[src/rtl/fan_pkg.sv]
// Shared encodings for the fan control-panel regulator: modes, FSM states, level limits.
package fan_pkg;

    localparam logic [2:0] MODE_OFF = 3'd0;
    localparam logic [2:0] MODE1    = 3'd1;
    localparam logic [2:0] MODE2    = 3'd2;
    localparam logic [2:0] MODE3    = 3'd3;

    localparam logic [1:0] LEVEL_MIN = 2'd1;
    localparam logic [1:0] LEVEL_MAX = 2'd3;

    typedef enum logic [1:0] {
        OFF       = 2'd0,
        RAMP_UP   = 2'd1,
        RUN       = 2'd2,
        RAMP_DOWN = 2'd3
    } state_t;

    function automatic logic [1:0] level_inc(input logic [1:0] l);
        return (l >= LEVEL_MAX) ? LEVEL_MAX : l + 2'd1;
    endfunction

    function automatic logic [1:0] level_dec(input logic [1:0] l);
        return (l <= LEVEL_MIN) ? LEVEL_MIN : l - 2'd1;
    endfunction

endpackage

[src/rtl/btn_debounce.sv]
// Two-flop synchronizer plus stability filter; emits one pulse per accepted press.
module btn_debounce #(
    parameter int unsigned DEB_CYC = 4
) (
    input  logic clk,
    input  logic rst,
    input  logic raw,
    output logic press
);

    localparam int unsigned CW = (DEB_CYC > 1) ? $clog2(DEB_CYC) : 1;

    logic          sync1;
    logic          sync2;
    logic          stable;
    logic          stable_d;
    logic [CW-1:0] cnt;

    // Filtered level flips only after DEB_CYC consecutive differing synced samples
    always_ff @(posedge clk or posedge rst) begin
        if (rst) begin
            sync1    <= 1'b0;
            sync2    <= 1'b0;
            stable   <= 1'b0;
            stable_d <= 1'b0;
            cnt      <= '0;
            press    <= 1'b0;
        end else begin
            sync1    <= raw;
            sync2    <= sync1;
            stable_d <= stable;
            press    <= stable & ~stable_d;
            if (sync2 != stable) begin
                if (cnt == CW'(DEB_CYC - 1)) begin
                    stable <= sync2;
                    cnt    <= '0;
                end else begin
                    cnt <= cnt + CW'(1);
                end
            end else begin
                cnt <= '0;
            end
        end
    end

endmodule

[src/rtl/fan_regulator.sv]
// Front-panel fan regulator: debounced buttons drive a soft-start/soft-stop mode FSM.
module fan_regulator
    import fan_pkg::*;
#(
    parameter int unsigned DEB_CYC   = 4,
    parameter int unsigned DWELL_CYC = 8,
    parameter int unsigned TIMER_CYC = 64
) (
    input  logic       clk,
    input  logic       rst,
    input  logic       btn_pwr,
    input  logic       btn_up,
    input  logic       btn_down,
    input  logic       mains_ok,
    input  logic       timer_en,
    output logic       elec,
    output logic [2:0] mod,
    output logic [1:0] level,
    output logic       busy
);

    localparam int unsigned DW = (DWELL_CYC > 1) ? $clog2(DWELL_CYC) : 1;
    localparam int unsigned TW = (TIMER_CYC > 1) ? $clog2(TIMER_CYC) : 1;

    logic pwr_press;
    logic up_press;
    logic down_press;

    btn_debounce #(.DEB_CYC(DEB_CYC)) u_deb_pwr  (.clk(clk), .rst(rst), .raw(btn_pwr),  .press(pwr_press));
    btn_debounce #(.DEB_CYC(DEB_CYC)) u_deb_up   (.clk(clk), .rst(rst), .raw(btn_up),   .press(up_press));
    btn_debounce #(.DEB_CYC(DEB_CYC)) u_deb_down (.clk(clk), .rst(rst), .raw(btn_down), .press(down_press));

    state_t        state, state_n;
    logic          elec_n;
    logic [2:0]    mod_n;
    logic [1:0]    level_n;
    logic          busy_n;
    logic [DW-1:0] dwell, dwell_n;
    logic [TW-1:0] timer, timer_n;

    logic          ev_pwr;
    logic          ev_up;
    logic          ev_dn;
    logic [1:0]    lvl_adj;
    logic [2:0]    lvl_mode;

    assign ev_pwr   = pwr_press;
    assign ev_up    = up_press & ~pwr_press;
    assign ev_dn    = down_press & ~pwr_press & ~up_press;
    assign lvl_adj  = ev_up ? level_inc(level) : (ev_dn ? level_dec(level) : level);
    assign lvl_mode = {1'b0, lvl_adj};

    always_ff @(posedge clk or posedge rst) begin
        if (rst) begin
            state <= OFF;
            elec  <= 1'b0;
            mod   <= MODE_OFF;
            level <= LEVEL_MIN;
            busy  <= 1'b0;
            dwell <= '0;
            timer <= '0;
        end else begin
            state <= state_n;
            elec  <= elec_n;
            mod   <= mod_n;
            level <= level_n;
            busy  <= busy_n;
            dwell <= dwell_n;
            timer <= timer_n;
        end
    end

    always_comb begin
        state_n = state;
        elec_n  = elec;
        mod_n   = mod;
        level_n = level;
        busy_n  = busy;
        dwell_n = dwell;
        timer_n = '0;

        // Mains loss overrides every button event
        if (!mains_ok) begin
            state_n = OFF;
            elec_n  = 1'b0;
            mod_n   = MODE_OFF;
            busy_n  = 1'b0;
            dwell_n = '0;
        end else begin
            case (state)
                OFF: begin
                    elec_n  = 1'b0;
                    mod_n   = MODE_OFF;
                    busy_n  = 1'b0;
                    dwell_n = '0;
                    if (ev_pwr) begin
                        state_n = RAMP_UP;
                        elec_n  = 1'b1;
                        mod_n   = MODE1;
                        busy_n  = 1'b1;
                    end else begin
                        level_n = lvl_adj;
                    end
                end
                RAMP_UP: begin
                    busy_n = 1'b1;
                    if (ev_pwr) begin
                        state_n = RAMP_DOWN;
                        dwell_n = '0;
                    end else begin
                        level_n = lvl_adj;
                        if (lvl_mode < mod) begin
                            mod_n   = lvl_mode;
                            state_n = RUN;
                            busy_n  = 1'b0;
                            dwell_n = '0;
                        end else if (dwell == DW'(DWELL_CYC - 1)) begin
                            dwell_n = '0;
                            if (mod < lvl_mode) begin
                                mod_n = mod + 3'd1;
                            end else begin
                                state_n = RUN;
                                busy_n  = 1'b0;
                            end
                        end else begin
                            dwell_n = dwell + DW'(1);
                        end
                    end
                end
                RUN: begin
                    busy_n  = 1'b0;
                    mod_n   = {1'b0, level};
                    dwell_n = '0;
                    if (ev_pwr) begin
                        state_n = RAMP_DOWN;
                        busy_n  = 1'b1;
                    end else if (ev_up) begin
                        level_n = lvl_adj;
                        if (lvl_adj != level) begin
                            state_n = RAMP_UP;
                            busy_n  = 1'b1;
                        end
                    end else if (ev_dn) begin
                        level_n = lvl_adj;
                        mod_n   = lvl_mode;
                    end else if (timer_en) begin
                        if (timer == TW'(TIMER_CYC - 1)) begin
                            state_n = RAMP_DOWN;
                            busy_n  = 1'b1;
                        end else begin
                            timer_n = timer + TW'(1);
                        end
                    end
                end
                RAMP_DOWN: begin
                    busy_n = 1'b1;
                    if (ev_pwr) begin
                        state_n = RAMP_UP;
                        dwell_n = '0;
                    end else if (dwell == DW'(DWELL_CYC - 1)) begin
                        dwell_n = '0;
                        if (mod == MODE1) begin
                            mod_n   = MODE_OFF;
                            elec_n  = 1'b0;
                            state_n = OFF;
                            busy_n  = 1'b0;
                        end else begin
                            mod_n = mod - 3'd1;
                        end
                    end else begin
                        dwell_n = dwell + DW'(1);
                    end
                end
                default: begin
                    state_n = OFF;
                end
            endcase
        end
    end

endmodule

[config.mk]
export PLATFORM = sky130hd
export DESIGN_NAME = fan_regulator
export DESIGN_NICKNAME = d
export VERILOG_FILES = /design/src/rtl/fan_pkg.sv /design/src/rtl/btn_debounce.sv /design/src/rtl/fan_regulator.sv
export SDC_FILE = /design/constraint.sdc
export NUM_CORES = 1
export LEC_CHECK = 0
export CAP_MARGIN = 0
export CORE_UTILIZATION = 35
export DETAILED_ROUTE_END_ITERATION = 12
export PLACE_DENSITY = 0.6
export SYNTH_ARGS = -nofsm -noshare
export SYNTH_HDL_FRONTEND = slang
export SYNTH_SLANG_ARGS = --single-unit
[constraint.sdc]
create_clock -name clk -period 3.05 [get_ports clk]
set_input_delay 0.7625 -clock clk [delete_from_list [all_inputs] [get_ports clk]]
set_output_delay 0.7625 -clock clk [all_outputs]
set_load 0.005 [all_outputs]
Figure 1. Placed cells, one color a class.
(4 px per um) Fill, decap, tap and diode cells in gray.
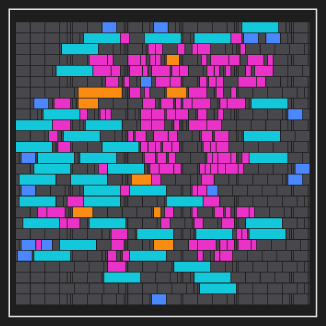
all other logic: in magenta, cells 139, share of their area 43%. flops: in cyan, cells 39, share of their area 45%. clock drivers and dummy loads: in orange, cells 8, share of their area 5.2%. other buffers and delay cells: in blue, cells 16, share of their area 7.0%.

Figure 2. Met2 routing.
(4 px per um)
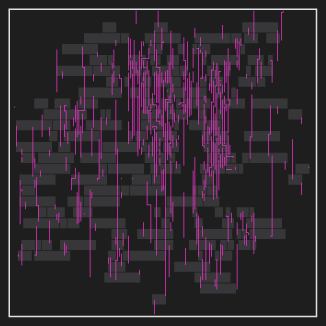
The longest straight run is 43.2 um. 172 nets have wire on it.

Figure 3. Pin placement.
(4 px per um) Pins as bars across the die edge, other pins in gray.
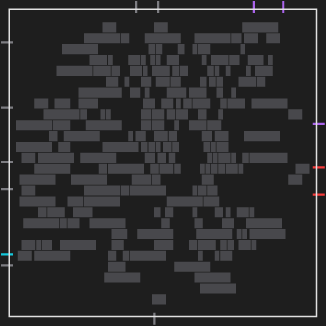
`level`: in red, pins 2, direction output, edge right. `mod`: in purple, pins 3, direction output, edge 2 top, 1 right. `btn_pwr`: in cyan, pins 1, direction input, edge left.
All pins by edge: 6 left, 4 top, 3 right, 1 bottom.
Die Width: 76.42 um
# port buffers: 13
Die Span Y: 76.42 um

==> results.cfg <==
; yosys + openroad results
[run_status]
status = completed

[synth]
netlist_area_um2 = 1938
ys_warn_count = 0
common_cells = dfrtp_1 (38), nor2_1 (19), nand2_1 (12)
postSynthCellCount = 183
synthSimpleGateAreaFrac_pct = 18.59
edf_count = 0
ys_ff = 39
xor_share_pct = 3.615
ys_sh_aoi_pct = 14.01
synth_cell_types = 45

[finish]
clk_share_pct = 4.972
nonClkBufAreaFrac_pct = 6.740
mostFrequentLayoutCells = dfrtp_1 (38), nor2_1 (19), clkdlybuf4s50_1 (13)
comb_share_pct = 39.94
drive_gt1_share_pct = 11.39
nClkBuffers = 5
syn_to_final_growth_pct = 16.85
nNetsFinal = 219

[global_route]
grt.overflow.total = 0
busiest_layer = met2
grt_pass1_wl_um = 6210

[cts]
ctsResizeCount = 0
cts_hold_buf = 0
clock_latency_ns = 0.29
cts_sinks = 39

[floorplanning]
io_pins = 14
core_util_floorplan_pct = 37.24
core_region_area_um2 = 5205

[setup_path]
cp_max_fo = 7
crit_top_cell = a21oi_1
crit_end = mod[0]$_DFFE_PP0P_
worst_ep_required_time_ns = 3.27

[hold_path]
min_path_cells = 0
whs_endpoint = u_deb_down.sync2$_DFF_PP0_

[power_and_ir_drop]
clk-power_uw = 424

[placement]
dpl.hpwl_um = 2516
routabilityCongestion = 0.7907

[drt]
antenna_left = 0
drc = 0
met1_length_um = 1809

[final_timing]
min_period_over_period_pct = 89.47
worst reg2reg max path, cell delays in order, from the launching register on:
cell and delay (ns):
dfrtp_1 0.44, or3b_4 0.42, a21oi_1 0.18, or2_2 0.14, ha_1 0.25, nor2b_1 0.16
or4_1 0.39, a31oi_1 0.44, a21oi_1 0.10, a22oi_2 0.13
flip-flops by register name, indices dropped and copies added, names as in the netlist, 2 cells and up:
| signal | count |
|---|---|
| mod | 3 |
| u_deb_down.cnt | 2 |
| u_deb_up.cnt | 2 |
| state | 2 |
| timer | 6 |
| u_deb_pwr.cnt | 2 |
| level | 2 |
| dwell | 3 |
cell families after synthesis:
logic type	count (synthesis)
buffers and inverters	13
XOR/XNOR	8
flip-flops	39
adder cells (fa/ha/maj)	11
AND/OR/NAND/NOR	68
AND-OR/OR-AND	38
multiplexers	6
